==> config.mk <==
export PLATFORM = sky130hd
export DESIGN_NAME = cb_heep_fault_inj_sched
export DESIGN_NICKNAME = d
export VERILOG_FILES = /design/src/rtl/cb_heep_fault_inj_sched.sv
export SDC_FILE = /design/constraint.sdc
export NUM_CORES = 1
export LEC_CHECK = 0
export ABC_AREA = 0
export CORE_ASPECT_RATIO = 0.6
export CORE_UTILIZATION = 60
export CTS_CLUSTER_SIZE = 12
export DETAILED_ROUTE_END_ITERATION = 12
export GPL_ROUTABILITY_DRIVEN = 0
export PLACE_DENSITY = 0.88
export SLEW_MARGIN = 20
export SYNTH_ARGS = -nofsm -noshare
export SYNTH_HDL_FRONTEND = slang
export SYNTH_SLANG_ARGS = --single-unit
==> constraint.sdc <==
create_clock -name clk_i -period 5.4 [get_ports clk_i]
set_input_delay 1.08 -clock clk_i [delete_from_list [all_inputs] [get_ports clk_i]]
set_output_delay 1.08 -clock clk_i [all_outputs]
set_load 0.01 [all_outputs]
==> src/rtl/cb_heep_fault_inj_sched.sv <==
// Soft-error injection scheduler for the cross-bar HEEP cores.
// Runs a programmed campaign: initial delay, pulse, wait for recovery ack,
// gap, and repeat for a programmed number of pulses. Targets rotate
// round-robin over an enable mask.
// Optional feature: define CB_HEEP_INJ_TIMEOUT_EN to bound the recovery wait
// by TO_CYCLES cycles; otherwise the wait is unbounded and timeout_o is 0.
module cb_heep_fault_inj_sched #(
  parameter int unsigned N_TGT     = 3,
  parameter int unsigned CNT_W     = 16,
  parameter int unsigned TO_CYCLES = 1024
) (
  input  logic             clk_i,
  input  logic             rst_i,
  input  logic             start_i,
  input  logic             abort_i,
  input  logic [CNT_W-1:0] cfg_delay_i,
  input  logic [CNT_W-1:0] cfg_width_i,
  input  logic [CNT_W-1:0] cfg_gap_i,
  input  logic [CNT_W-1:0] cfg_num_i,
  input  logic [N_TGT-1:0] cfg_mask_i,
  input  logic             recov_ack_i,
  output logic [N_TGT-1:0] force_error_o,
  output logic             busy_o,
  output logic             done_o,
  output logic [CNT_W-1:0] inj_cnt_o,
  output logic             timeout_o
);

  localparam int unsigned TGT_W = (N_TGT > 1) ? $clog2(N_TGT) : 1;
  localparam int unsigned TO_W  = $clog2(TO_CYCLES + 1);

  // Elaboration-time parameter sanity
  if (N_TGT < 1 || TO_CYCLES < 1) begin : g_bad_param
    $error("cb_heep_fault_inj_sched: N_TGT and TO_CYCLES must be >= 1");
  end

  typedef enum logic [2:0] {
    S_IDLE,
    S_DELAY,
    S_PULSE,
    S_WAIT_ACK,
    S_GAP
  } state_e;

  state_e           state_q, state_d;
  logic [CNT_W-1:0] cnt_q, cnt_d;
  logic [TGT_W-1:0] tgt_q, tgt_d;
  logic [CNT_W-1:0] width_q, width_d;
  logic [CNT_W-1:0] gap_q, gap_d;
  logic [CNT_W-1:0] num_q, num_d;
  logic [N_TGT-1:0] mask_q, mask_d;
  logic [N_TGT-1:0] force_q, force_d;
  logic             busy_q, busy_d;
  logic             done_q, done_d;
  logic [CNT_W-1:0] inj_cnt_q, inj_cnt_d;
`ifdef CB_HEEP_INJ_TIMEOUT_EN
  logic [TO_W-1:0]  to_cnt_q, to_cnt_d;
  logic             timeout_q, timeout_d;
`endif

  // Next enabled target strictly above cur, wrapping; cur kept if mask is empty
  function automatic logic [TGT_W-1:0] next_tgt(input logic [N_TGT-1:0] mask,
                                                input logic [TGT_W-1:0] cur);
    logic [TGT_W-1:0] res;
    logic             found;
    int               idx;
    res   = cur;
    found = 1'b0;
    for (int k = 1; k <= int'(N_TGT); k++) begin
      idx = (int'(cur) + k) % int'(N_TGT);
      if (!found && mask[TGT_W'(idx)]) begin
        res   = TGT_W'(idx);
        found = 1'b1;
      end
    end
    return res;
  endfunction

  // Pulse width minus one, with a programmed width of 0 behaving as 1
  function automatic logic [CNT_W-1:0] width_m1(input logic [CNT_W-1:0] w);
    return (w == '0) ? '0 : w - CNT_W'(1);
  endfunction

  // Campaign sequencing: next state, counters and registered outputs
  always_comb begin
    state_d   = state_q;
    cnt_d     = cnt_q;
    tgt_d     = tgt_q;
    width_d   = width_q;
    gap_d     = gap_q;
    num_d     = num_q;
    mask_d    = mask_q;
    inj_cnt_d = inj_cnt_q;
    done_d    = 1'b0;
`ifdef CB_HEEP_INJ_TIMEOUT_EN
    to_cnt_d  = to_cnt_q;
    timeout_d = timeout_q;
`endif

    unique case (state_q)
      S_IDLE: begin
        if (start_i && !abort_i) begin
          width_d   = cfg_width_i;
          gap_d     = cfg_gap_i;
          num_d     = cfg_num_i;
          mask_d    = cfg_mask_i;
          inj_cnt_d = '0;
`ifdef CB_HEEP_INJ_TIMEOUT_EN
          timeout_d = 1'b0;
`endif
          if (cfg_num_i == '0 || cfg_mask_i == '0) begin
            done_d = 1'b1;
          end else begin
            tgt_d = next_tgt(cfg_mask_i, TGT_W'(N_TGT - 1));
            if (cfg_delay_i == '0) begin
              state_d = S_PULSE;
              cnt_d   = width_m1(cfg_width_i);
            end else begin
              state_d = S_DELAY;
              cnt_d   = cfg_delay_i - CNT_W'(1);
            end
          end
        end
      end

      S_DELAY: begin
        if (cnt_q == '0) begin
          state_d = S_PULSE;
          cnt_d   = width_m1(width_q);
        end else begin
          cnt_d = cnt_q - CNT_W'(1);
        end
      end

      S_PULSE: begin
        if (cnt_q == '0) begin
          state_d = S_WAIT_ACK;
`ifdef CB_HEEP_INJ_TIMEOUT_EN
          to_cnt_d = '0;
`endif
        end else begin
          cnt_d = cnt_q - CNT_W'(1);
        end
      end

      S_WAIT_ACK: begin
        if (recov_ack_i) begin
          inj_cnt_d = inj_cnt_q + CNT_W'(1);
          if (inj_cnt_q + CNT_W'(1) == num_q) begin
            state_d = S_IDLE;
            done_d  = 1'b1;
          end else begin
            tgt_d = next_tgt(mask_q, tgt_q);
            if (gap_q == '0) begin
              state_d = S_PULSE;
              cnt_d   = width_m1(width_q);
            end else begin
              state_d = S_GAP;
              cnt_d   = gap_q - CNT_W'(1);
            end
          end
        end
`ifdef CB_HEEP_INJ_TIMEOUT_EN
        else if (to_cnt_q == TO_W'(TO_CYCLES - 1)) begin
          state_d   = S_IDLE;
          timeout_d = 1'b1;
          done_d    = 1'b1;
        end else begin
          to_cnt_d = to_cnt_q + TO_W'(1);
        end
`endif
      end

      S_GAP: begin
        if (cnt_q == '0) begin
          state_d = S_PULSE;
          cnt_d   = width_m1(width_q);
        end else begin
          cnt_d = cnt_q - CNT_W'(1);
        end
      end

      default: begin
        state_d = S_IDLE;
      end
    endcase

    // Abort drops the campaign silently, keeping the progress counters
    if (abort_i && state_q != S_IDLE) begin
      state_d   = S_IDLE;
      done_d    = 1'b0;
      inj_cnt_d = inj_cnt_q;
`ifdef CB_HEEP_INJ_TIMEOUT_EN
      timeout_d = timeout_q;
`endif
    end

    force_d = (state_d == S_PULSE) ? (N_TGT'(1) << tgt_d) : '0;
    busy_d  = (state_d != S_IDLE);
  end

  // State and output registers with synchronous reset
  always_ff @(posedge clk_i) begin
    if (rst_i) begin
      state_q   <= S_IDLE;
      cnt_q     <= '0;
      tgt_q     <= '0;
      width_q   <= '0;
      gap_q     <= '0;
      num_q     <= '0;
      mask_q    <= '0;
      force_q   <= '0;
      busy_q    <= 1'b0;
      done_q    <= 1'b0;
      inj_cnt_q <= '0;
`ifdef CB_HEEP_INJ_TIMEOUT_EN
      to_cnt_q  <= '0;
      timeout_q <= 1'b0;
`endif
    end else begin
      state_q   <= state_d;
      cnt_q     <= cnt_d;
      tgt_q     <= tgt_d;
      width_q   <= width_d;
      gap_q     <= gap_d;
      num_q     <= num_d;
      mask_q    <= mask_d;
      force_q   <= force_d;
      busy_q    <= busy_d;
      done_q    <= done_d;
      inj_cnt_q <= inj_cnt_d;
`ifdef CB_HEEP_INJ_TIMEOUT_EN
      to_cnt_q  <= to_cnt_d;
      timeout_q <= timeout_d;
`endif
    end
  end

  assign force_error_o = force_q;
  assign busy_o        = busy_q;
  assign done_o        = done_q;
  assign inj_cnt_o     = inj_cnt_q;
`ifdef CB_HEEP_INJ_TIMEOUT_EN
  assign timeout_o     = timeout_q;
`else
  assign timeout_o     = 1'b0;
`endif

endmodule

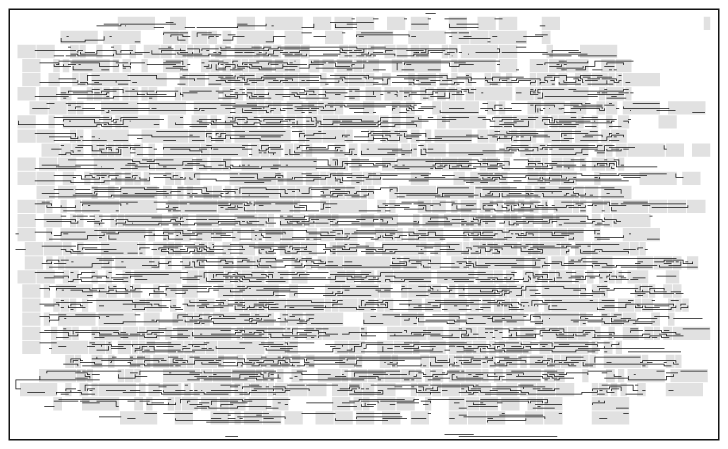
Run 1: signal wires on met1
Cells faint in the background.
The layer holds 45% of the routed length. The longest straight run is 35.9 um. The layer carries 8790 um of wire. The wires run mostly horizontal. 940 nets have wire on it.
routed wire length: 19.4 mm
Vias: 6901
met1 track demand over resource: 53.9%

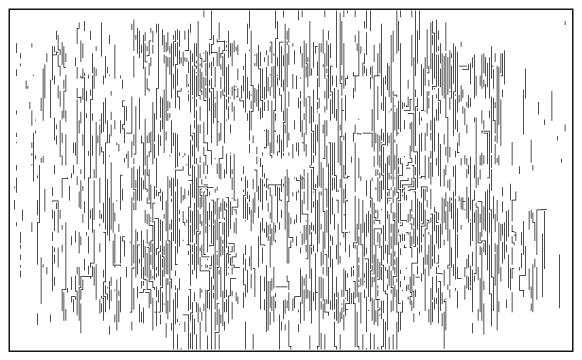
Run 1: met2 routing
The layer carries 7570 um of wire. 822 nets have wire on it. The wires run mostly vertical. The longest straight run is 24.6 um. The layer holds 39% of the routed length.
met2 GRT Util: 45.6%

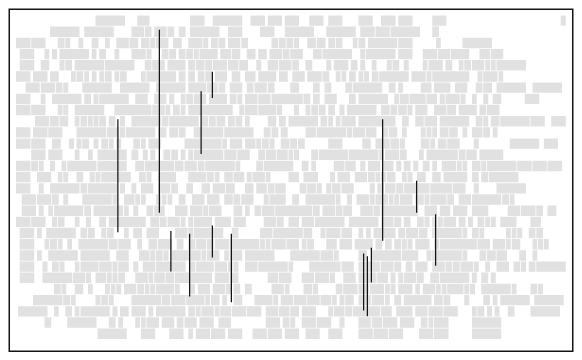
Run 1: the metal 4 layer
Cells faint in the background.
The layer carries 226 um of wire. The longest straight run is 44.2 um. 12 nets have wire on it. The wires run mostly vertical.

## run 1: worst max-delay path by stage
stage / to / depth (start not counted)
finish: cnt_q[14]$_SDFFE_PP0P_ / 10
global placement: cnt_q[4]$_SDFFE_PP0P_ / 8
global route: cnt_q[4]$_SDFFE_PP0P_ / 8
detailed placement: cnt_q[4]$_SDFFE_PP0P_ / 8
floorplan: cnt_q[0]$_SDFFE_PP0P_ / 8
CTS: cnt_q[4]$_SDFFE_PP0P_ / 8
## run 1: Yosys cell counts, types with 4 or more instances
master	count
nand3_1	19
xnor2_1	40
nor2b_1	10
mux2i_1	12
nor2_1	88
dfxtp_1	93
nor3_1	34
nor4_1	17
nor3b_1	5
nand2_1	169
or4_1	8
buf_6	6
and2_1	4
nand3b_1	8
or3_1	11
clkbuf_1	31
nand2b_1	8
ha_1	8
o21ai_0	25
buf_2	8
nand4_1	5
xor2_1	39
a311oi_1	5
a211oi_2	4
o221ai_1	5
a21oi_1	102
o22ai_1	12
inv_1	19
## run 1: power breakdown
part,switching [W],internal (W),leakage (nW)
Sequential,0.0000498,0.000726,0.758
Clock,0.000283,0.000360,0.143
Combinational,0.000324,0.000227,1.86
Total,0.000656,0.00131,2.77
## run 1: per-stage QoR
stage | utilization, % | instances | hold WS [ns] | total power (W)
final | 73.0 | 1091 | 0.469 | 0.00197
after detailed placement | 70.3 | 1076 | 0.461 | 0.00131
after CTS | 73.0 | 1091 | 0.473 | 0.00195
after global routing | 73.0 | 1091 | 0.493 | 0.00205
after global placement | 70.3 | 1076 | 0.460 | 0.00130
after floorplan | - | 888 | 0.448 | 0.00114
## run 1: final cells by class
cell class / count / area [um2] / share of cell area (%)
clock buffer: 9 / 225 / 2.92
tap: 139 / 174 / 2.26
sequential: 93 / 1860 / 24.1
multi-input combinational: 729 / 4370 / 56.6
inverter: 19 / 71.3 / 0.925
timing repair buffer: 96 / 946 / 12.3
clock inverter: 6 / 68.8 / 0.892
## run 1: cells by family after synthesis
logic type,synth area share [%]
AND-OR/OR-AND,21.1
XOR/XNOR,10.6
adder cells (fa/ha/maj),1.69
buffers and inverters,4.75
flip-flops,28.5
multiplexers,2.18
other,0.0574
AND/OR/NAND/NOR,31.1
## run 1: registers in the layout, indices dropped and copies added, names as in the netlist
| name | count |
|---|---|
| cnt_q | 16 |
| gap_q | 16 |
| inj_cnt_o | 16 |
| num_q | 16 |
| width_q | 16 |
| force_error_o | 3 |
| mask_q | 3 |
| state_q | 3 |
| tgt_q | 2 |
| busy_o | 1 |
| done_o | 1 |
## run 1: per-layer routing
metal  vias to the layer above  global-route usage (%)  wire length (um)
met4                         0                    7.47               225
met1                      3135                    53.9              8790
met5                         -                    1.85                 0
li1                       3258                       -                 -
met3                        29                    10.9              2790
met2                       479                    45.6              7570
## run 1: tightest hold or removal path, delay by kind of cell (launching register included)
| family | cells | cell delay [ns] |
|---|---|---|
| simple gates | 1 | 0.05 |
| compound gates | 1 | 0.05 |
| flops | 1 | 0.32 |
==> metrics.csv, run 1 <==
metric,value,unit
outcome,completed,
vias in the first global route,5975,
Setup TNS,0,ns
area grow syn2layout,18.1,%
f_max,248,MHz
MaxCap Viol Count,0,
Yosys Instances,888,
Initial Util,61.8,%
R2R setup slack,1.79,ns
design area,7710,um2
worst rel slew slack,26.6,%
Max Clock Skew,0.00897,ns
DP Worst Slack,1.10,ns
Core Area,10600,um2
Final ANT Viol Nets,0,
Slew Limit Fails,0,
area post-placement,7420,um2
CP bufs+invs,1,
Max Buffers Root-to-Sink,2,
data arrival time of the critical path,4.24,ns
"slowest stage delay, CP",0.61,ns
CP Launch Type,primary input,
"Net Count, Synth",968,
slowest cell on the critical path,or4_1,
power per cell area,255,nW/um2
worst flop-to-flop path endpoint,cnt_q[15]$_SDFFE_PP0P_,
DR DRC count,0,
crit path launch,cfg_width_i[2],
Tot GR Track Use,34.8,%
Late-Pin Clk Latency,0.35,ns
Layout fillers,834,
I/O Pins,94,
ys flop type,dfxtp_1,
Slew @ Worst Pin,1.09,ns
Reg2Reg Depth,11,
"Setup violations, final",0,
Top Layout Cells,"169 x nand2_1, 102 x a21oi_1, 93 x dfxtp_1, 91 x clkdlybuf4s50_1, 87 x nor2_1",
"area leader, netlist",dfxtp_1,
Post-DP HPWL,14.2,mm
most frequent logic cell in the layout,nand2_1,
layout cell share with drive strength beyond 1,6.09,%
ys flops,93,
port buffer count,92,
gr ovfl total,0,
CTS H-tree depth,3,
CTS Root Cell,clkbuf_16,
TritonCTS clock tree,built,
Critical Path RT,5.61,ns
"CTS clk-pin slew, worst paths",0.07,ns
Leakage,2.77,nW
CTS sink cnt,93,
Hold Crit Class,reg2reg,
VDD IR-drop max,0.000205,V
average wire per standard cell,17.8,um
worst hold endpoint,num_q[4]$_SDFFE_PP0P_,
Most Frequent Cell on Critical Path,nor2_1,
"Async S/R FF share, synth",0,%
post-CTS setup buffer count,0,
Die Span Y,82.8,um
post-cts sizing count,0,
crit-path leading delay family,simple AND/OR/NAND/NOR gates,
Iteration-0 DRC Markers,1045,
Mapped Area,6530,um2
largest net degree at the start of global routing,56,
Worst Setup End Kind,register,
Antenna Cells,0,
Avg Vias per Cell,6.33,
DR pass1 iterations,5,
crit path cell chain,clkdlybuf4s50_1 -> nor4_1 -> nand3b_1 -> or4_1 -> o31ai_4 -> o21ai_0 -> nor2_1 -> a21oi_1 -> mux2i_1 -> nor2_1,
reg2reg start,inj_cnt_o[0]$_SDFFE_PP0P_,
hold buffer count at cts,0,
hold_sp,num_q[4]$_SDFFE_PP0P_,
Final min period,4.03,ns
Synth Instances,888,
num rows,29,
final number of hold-violating endpoints,0,
Yosys chip area,6530,um2
CP max FO,16,
count of library flops with an enable pin,0,
Final #Nets,1028,
warnings from Yosys,0,
initial antenna violation count,0,
main area contributors,"dfxtp_1 29%, nand2_1 9.7%, a21oi_1 7.8%",
Synth Area per Inst,7.35,um2
"Seq share, synth",28.5,%
hold depth,2,
tool warning count,27,
Cell Type Count,83,
Num CTS Buffers,9,
die area,11300,um2
unrepaired setup endpoints after global routing,false,
Area leader share,28.5,%
Final WS setup,1.37,ns
chip width,137,um
global-route wire length before repair,30.9,mm
Final Cycle Share,74.6,%
CP Class,in2reg,
==> run 2, diff against run 1 <==
CORE_UTILIZATION = 50   (was 60)
PLACE_DENSITY = 0.78   (was 0.88)
clock period = 3.3 ns   (was 5.4 ns; I/O delays follow)
==> metrics.csv, run 2 <==
metric,value,unit,change
main area contributors,"dfxtp_1 29%, nand2_1 9.7%, a21oi_1 7.8%",,
placed instance count,1148,,+6.7%
Synth Instances,888,,unchanged
"Setup violations, final",0,,unchanged
hold slack final,0.473,ns,+0.00427 ns
Setup TNS,0,ns,unchanged
TritonCTS clock tree,built,,
"Seq share, synth",28.5,%,unchanged
Top Layout Cells,"169 x nand2_1, 102 x a21oi_1, 93 x dfxtp_1, 91 x clkdlybuf4s50_1, 87 x nor2_1",,
area grow syn2layout,25.0,%,
Final #Nets,1074,,+4.5%
Max Clock Skew,0.00470,ns,-0.00427 ns
Slew @ Worst Pin,0.998,ns,-0.0876 ns
gr ovfl total,0,,unchanged
Iteration-0 DRC Markers,836,,-20%
largest net degree at the start of global routing,88,,+57%
Yosys Instances,888,,unchanged
Late-Pin Clk Latency,0.34,ns,about the same
CTS sink cnt,93,,unchanged
CP max FO,9,,-7
"area leader, netlist",dfxtp_1,,
I/O Pins,94,,unchanged
count of library flops with an enable pin,0,,unchanged
most frequent logic cell in the layout,nand2_1,,
tool warning count,27,,unchanged
DR pass1 iterations,6,,+1
Yosys chip area,6530,um2,unchanged
unrepaired setup endpoints after global routing,false,,
chip width,150,um,+9.4%
MaxCap Viol Count,0,,unchanged
outcome,completed,,
"Net Count, Synth",968,,unchanged
Antenna Cells,0,,unchanged
num rows,31,,+6.9%
worst rel slew slack,33.0,%,+6.4 points
ys flop type,dfxtp_1,,
Die Span Y,90.5,um,+9.3%
VDD IR-drop max,0.000301,V,+47%
Cell Type Count,83,,unchanged
layout cell share with drive strength beyond 1,10.3,%,+4.2 points
DR DRC count,0,,unchanged
"slowest stage delay, CP",0.60,ns,about the same
Area leader share,28.5,%,unchanged
Avg Vias per Cell,5.98,,-5.4%
warnings from Yosys,0,,unchanged
initial antenna violation count,0,,unchanged
Num CTS Buffers,9,,unchanged
Leakage,3.02,nW,+9.0%
Mapped Area,6530,um2,unchanged
Critical Path RT,3.52,ns,-2.09 ns
CTS H-tree depth,3,,unchanged
hold buffer count at cts,0,,unchanged
"Async S/R FF share, synth",0,%,unchanged
CTS Root Cell,clkbuf_16,,
CP Class,reg2reg,,
Final min period,3.05,ns,
crit path cell chain,nor4_1 -> nand3_1 -> or4_4 -> a21oi_4 -> o21ai_2 -> a221oi_1 -> a21oi_1 -> mux2i_1 -> nor2_1,,
most frequent cells after synthesis,"169 x nand2_1, 102 x a21oi_1, 93 x dfxtp_1",,
Worst Setup End Kind,register,,
routed wire length,19.6,mm,+0.93%
vias in the first global route,5997,,+0.37%
Synth Area per Inst,7.35,um2,unchanged
f_max,327,MHz,
die area,13500,um2,+20%
Max Buffers Root-to-Sink,2,,unchanged
port buffer count,92,,unchanged
Tot GR Track Use,29.4,%,-5.4 points
CP Launch Type,register,,
"CTS clk-pin slew, worst paths",0.07,ns,about the same
Vias,6964,,+0.91%
Post-DP HPWL,14.9,mm,+5.0%
ys flops,93,,unchanged
Final Cycle Share,92.5,%,
Final ANT Viol Nets,0,,unchanged
Slew Limit Fails,0,,unchanged
final number of hold-violating endpoints,0,,unchanged
slowest cell on the critical path,or4_4,,
global-route wire length before repair,31.7,mm,+2.6%
data arrival time of the critical path,3.27,ns,-0.97 ns
Finished Layout Cells,1164,,+6.7%
power per cell area,407,nW/um2,+59%
R2R setup slack,0.25,ns,-1.54 ns
Synth top cell by count,nand2_1,,
Hold Crit Class,reg2reg,,
[run 2: cell type report]
class | count | area (um2)
clock buffer | 11 | 233
clock inverter | 5 | 83.8
fill | 1091 | 4210
inverter | 19 | 71.3
multi-input combinational | 729 | 4370
sequential | 93 | 1860
tap | 165 | 206
timing repair buffer | 142 | 1340
[run 2: timing repair]
item                       CTS  global route
resized                      0             1
setup endpoints to repair    0             7
setup buffers                0             0
[run 2: through the flow]
step                      setup WS [ns]  instance area [um2]  total power, W
final                             0.246                 8160         0.00332
after global routing             0.0485                 8160         0.00346
after CTS                         0.219                 8160         0.00330
after detailed placement        -0.0900                 7850         0.00219
after global placement          -0.0496                 7850         0.00217
after floorplan                   0.403                 6530         0.00186
[run 2: logic make-up (layout without fill, tap and decap cells)]
logic type               Yosys count  in the layout  share of synthesized area (%)
flip-flops                        93             93                           28.5
multiplexers                      14             14                           2.18
AND/OR/NAND/NOR                  416            416                           31.1
AND-OR/OR-AND                    210            210                           21.1
adder cells (fa/ha/maj)            9              9                           1.69
other                              1              1                         0.0574
XOR/XNOR                          79             79                           10.6
buffers and inverters             66            177                           4.75
[run 2: worst paths after layout]
check	to	from	cells past startpoint
setup reg to reg	cnt_q[2]$_SDFFE_PP0P_	cnt_q[3]$_SDFFE_PP0P_	9
hold reg to reg	num_q[9]$_SDFFE_PP0P_	num_q[9]$_SDFFE_PP0P_	2
hold / removal	num_q[9]$_SDFFE_PP0P_	num_q[9]$_SDFFE_PP0P_	2
setup / recovery	cnt_q[2]$_SDFFE_PP0P_	cnt_q[3]$_SDFFE_PP0P_	9
[run 2: critical path, delay by kind of cell, from the launching register on]
| kind | cells | cell delay, ns |
|---|---|---|
| flip-flops | 1 | 0.36 |
| AND-OR/OR-AND | 4 | 0.91 |
| multiplexers | 1 | 0.14 |
| AND/OR/NAND/NOR | 4 | 1.50 |
[run 2: report_power, final]
part | switching (W) | internal, W | total [W] | leakage [nW]
Sequential | 0.0000802 | 0.00119 | 0.00127 | 0.758
Clock | 0.000453 | 0.000668 | 0.00112 | 0.146
Combinational | 0.000520 | 0.000412 | 0.000931 | 2.11
[run 2: routing by layer]
layer | track usage, % | routed length (um) | share of wire (%) | vias up
met5 | 0 | 0 | 0 | -
met4 | 4.68 | 143 | 0.73 | 0
met3 | 6.26 | 2330 | 12 | 14
met2 | 37.1 | 7330 | 37 | 391
met1 | 49.0 | 9750 | 50 | 3209
li1 | - | - | - | 3350
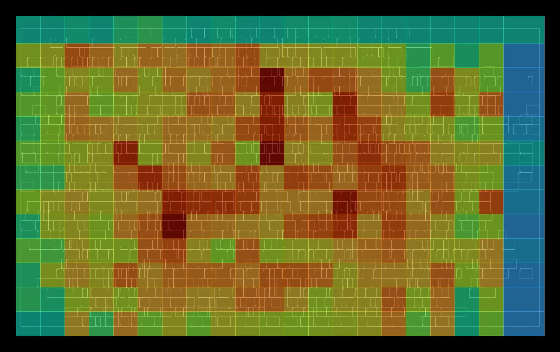
Run 2: routing congestion
average wire per standard cell: 16.8 um
met3 Usage GRT: 6.26%
gr busiest metal: met1
met1 track demand over resource: 49.0%
final core utilization: 66.0%

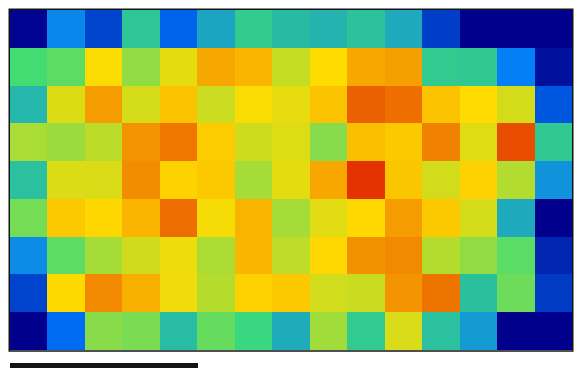
Run 2: local utilization
The bar under the picture is 50 um long. The die is cut into 15 by 9 equal tiles; dark blue is low, red is high, 0 to 100% covered.
The emptiest ninth of the die: north-east. The mean over all tiles is 59%. 33% of the tiles are over 75% full. 5.9% of the tiles are nearly empty. The fullest tile reaches 94%.
Initial Util: 52.8%
Core Area: 12400 um2

==> run 3, diff against run 2 <==
CAP_MARGIN = 10   (was unset)
==> metrics.csv, run 3 <==
metric,value,unit,change
post-CTS setup buffer count,0,,unchanged
vias in the first global route,5997,,unchanged
Yosys Instances,888,,unchanged
num rows,31,,unchanged
main area contributors,"dfxtp_1 29%, nand2_1 9.7%, a21oi_1 7.8%",,
outcome,completed,,
"Setup violations, final",0,,unchanged
warnings from Yosys,0,,unchanged
largest net degree at the start of global routing,88,,unchanged
die area,13500,um2,unchanged
area post-placement,7850,um2,unchanged
Yosys chip area,6530,um2,unchanged
Num CTS Buffers,9,,unchanged
Reg area,1860,um2,unchanged
CTS H-tree depth,3,,unchanged
"Net Count, Synth",968,,unchanged
CTS Root Cell,clkbuf_16,,
CP Launch Type,register,,
CP max FO,9,,unchanged
tool warning count,27,,unchanged
Final #Nets,1074,,unchanged
Slew @ Worst Pin,0.998,ns,unchanged
VDD IR-drop max,0.000301,V,unchanged
hold buffer count at cts,0,,unchanged
Leakage,3.02,nW,unchanged
post-cts sizing count,0,,unchanged
CP Class,reg2reg,,
Max Buffers Root-to-Sink,2,,unchanged
f_max,327,MHz,unchanged
CTS sink cnt,93,,unchanged
final core utilization,66.0,%,unchanged
worst rel slew slack,33.0,%,unchanged
"Async S/R FF share, synth",0,%,unchanged
layout cell share with drive strength beyond 1,10.3,%,unchanged
Area leader share,28.5,%,unchanged
Synth Area per Inst,7.35,um2,unchanged
Top Layout Cells,"169 x nand2_1, 102 x a21oi_1, 93 x dfxtp_1, 91 x clkdlybuf4s50_1, 87 x nor2_1",,
MaxCap Viol Count,0,,unchanged
gr ovfl total,0,,unchanged
Final ANT Viol Nets,0,,unchanged
DR DRC count,0,,unchanged
TritonCTS clock tree,built,,
Die Span Y,90.5,um,unchanged
hold depth,2,,unchanged
"area leader, netlist",dfxtp_1,,
Mapped Area,6530,um2,unchanged
power per cell area,407,nW/um2,unchanged
Synth Instances,888,,unchanged
unrepaired setup endpoints after global routing,false,,
data arrival time of the critical path,3.27,ns,about the same
DR pass1 iterations,6,,unchanged
most frequent logic cell in the layout,nand2_1,,
port buffer count,92,,unchanged
Antenna Cells,0,,unchanged
Tot GR Track Use,29.4,%,unchanged
Final Cycle Share,92.5,%,unchanged
final number of hold-violating endpoints,0,,unchanged
Layout fillers,1091,,unchanged
Core Area,12400,um2,unchanged
Synth top cell by count,nand2_1,,
global-route wire length before repair,31.7,mm,unchanged
Worst Setup End Kind,register,,
Max Clock Skew,0.00470,ns,unchanged
chip width,150,um,unchanged
Post-DP HPWL,14.9,mm,unchanged
count of library flops with an enable pin,0,,unchanged
Comb area,4370,um2,unchanged
area grow syn2layout,25.0,%,unchanged
ys flop type,dfxtp_1,,
ys flops,93,,unchanged
initial antenna violation count,0,,unchanged
Critical Path RT,3.52,ns,about the same
most frequent cells after synthesis,"169 x nand2_1, 102 x a21oi_1, 93 x dfxtp_1",,
Slew Limit Fails,0,,unchanged
Initial Util,52.8,%,unchanged
Iteration-0 DRC Markers,836,,unchanged
"Seq share, synth",28.5,%,unchanged
Late-Pin Clk Latency,0.34,ns,about the same
"CTS clk-pin slew, worst paths",0.07,ns,about the same
average wire per standard cell,16.8,um,unchanged
Hold Crit Class,reg2reg,,
Reg2Reg Depth,9,,unchanged
I/O Pins,94,,unchanged
Final min period,3.05,ns,unchanged
design area,8160,um2,unchanged
Cell Type Count,83,,unchanged
Avg Vias per Cell,5.98,,unchanged
## run 3: area by class of cell
| class | instances | share of cell area, % |
|---|---|---|
| Multi-Input combinational cell | 729 | 53.5 |
| Sequential cell | 93 | 22.8 |
| Timing Repair Buffer | 142 | 16.4 |
| Clock buffer | 11 | 2.85 |
| Tap cell | 165 | 2.53 |
| Clock inverter | 5 | 1.03 |
| Inverter | 19 | 0.874 |
## run 3: critical path: stages (launching register included)
cell      delay, ns
dfxtp_1        0.36
nor4_1         0.52
nand3_1        0.32
or4_4          0.60
a21oi_4        0.17
o21ai_2        0.20
a221oi_1       0.42
a21oi_1        0.12
mux2i_1        0.14
nor2_1         0.06
## run 3: per-stage QoR
stage                     setup TNS (ns)  total power [W]  setup WS, ns  std cells  hold slack, ns
final                                  0          0.00332         0.246       1164           0.473
after global routing                   0          0.00346        0.0485       1164           0.493
after CTS                              0          0.00330         0.219       1164           0.474
after detailed placement          -0.236          0.00219       -0.0900       1148           0.465
after global placement            -0.112          0.00217       -0.0496       1148           0.463
after floorplan                        0          0.00186         0.403        888           0.448
## run 3: logic make-up after synthesis
group	Yosys count	synth area share (%)
other cells	1	0.0574
simple gates	416	31.1
mux	14	2.18
buf+inv	66	4.75
flops	93	28.5
xor+xnor	79	10.6
compound gates	210	21.1
fa+ha+maj	9	1.69
## run 3: power breakdown
part           switching [W]  internal [W]
Sequential         0.0000802       0.00119
Combinational       0.000520      0.000412
Clock               0.000453      0.000668
## run 3: layer usage
layer	global-route usage [%]	vias up	share of wire (%)
li1	-	3350	-
met1	49.0	3209	50
met2	37.1	391	37
met3	6.26	14	12
met4	4.68	0	0.73
met5	0	-	0
## run 3: path summary, 6_finish.rpt
kind / end / startpoint / slack [ns]
worst max-delay path: cnt_q[2]$_SDFFE_PP0P_ / cnt_q[3]$_SDFFE_PP0P_ / 0.25
worst min-delay path: num_q[9]$_SDFFE_PP0P_ / num_q[9]$_SDFFE_PP0P_ / 0.47
worst max register to register: cnt_q[2]$_SDFFE_PP0P_ / cnt_q[3]$_SDFFE_PP0P_ / 0.25
worst min register to register: num_q[9]$_SDFFE_PP0P_ / num_q[9]$_SDFFE_PP0P_ / 0.47
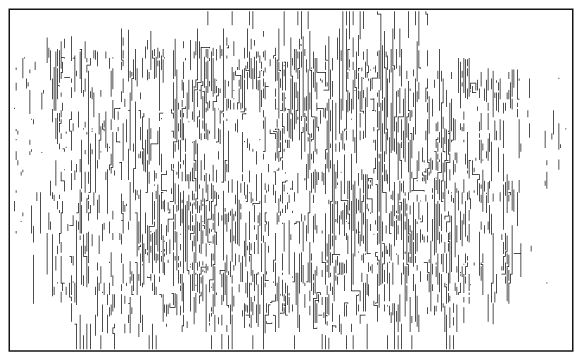
Run 3: met2 routing
The layer carries 7330 um of wire. The layer holds 37% of the routed length. The wires run mostly vertical. 864 nets have wire on it. The longest straight run is 34.7 um.
Vias: 6964
routed wire length: 19.6 mm
met2 GRT Util: 37.1%

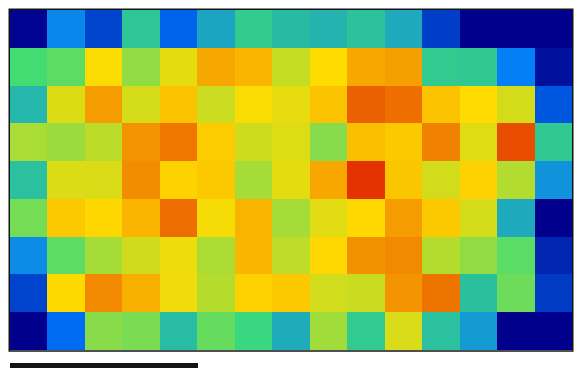
Run 3: local utilization
The bar under the picture is 50 um long. The die is cut into 15 by 9 equal tiles; dark blue is low, red is high, 0 to 100% covered.
The mean over all tiles is 59%. 5.9% of the tiles are nearly empty. 33% of the tiles are over 75% full.

Power and IR drop assume default switching activity.
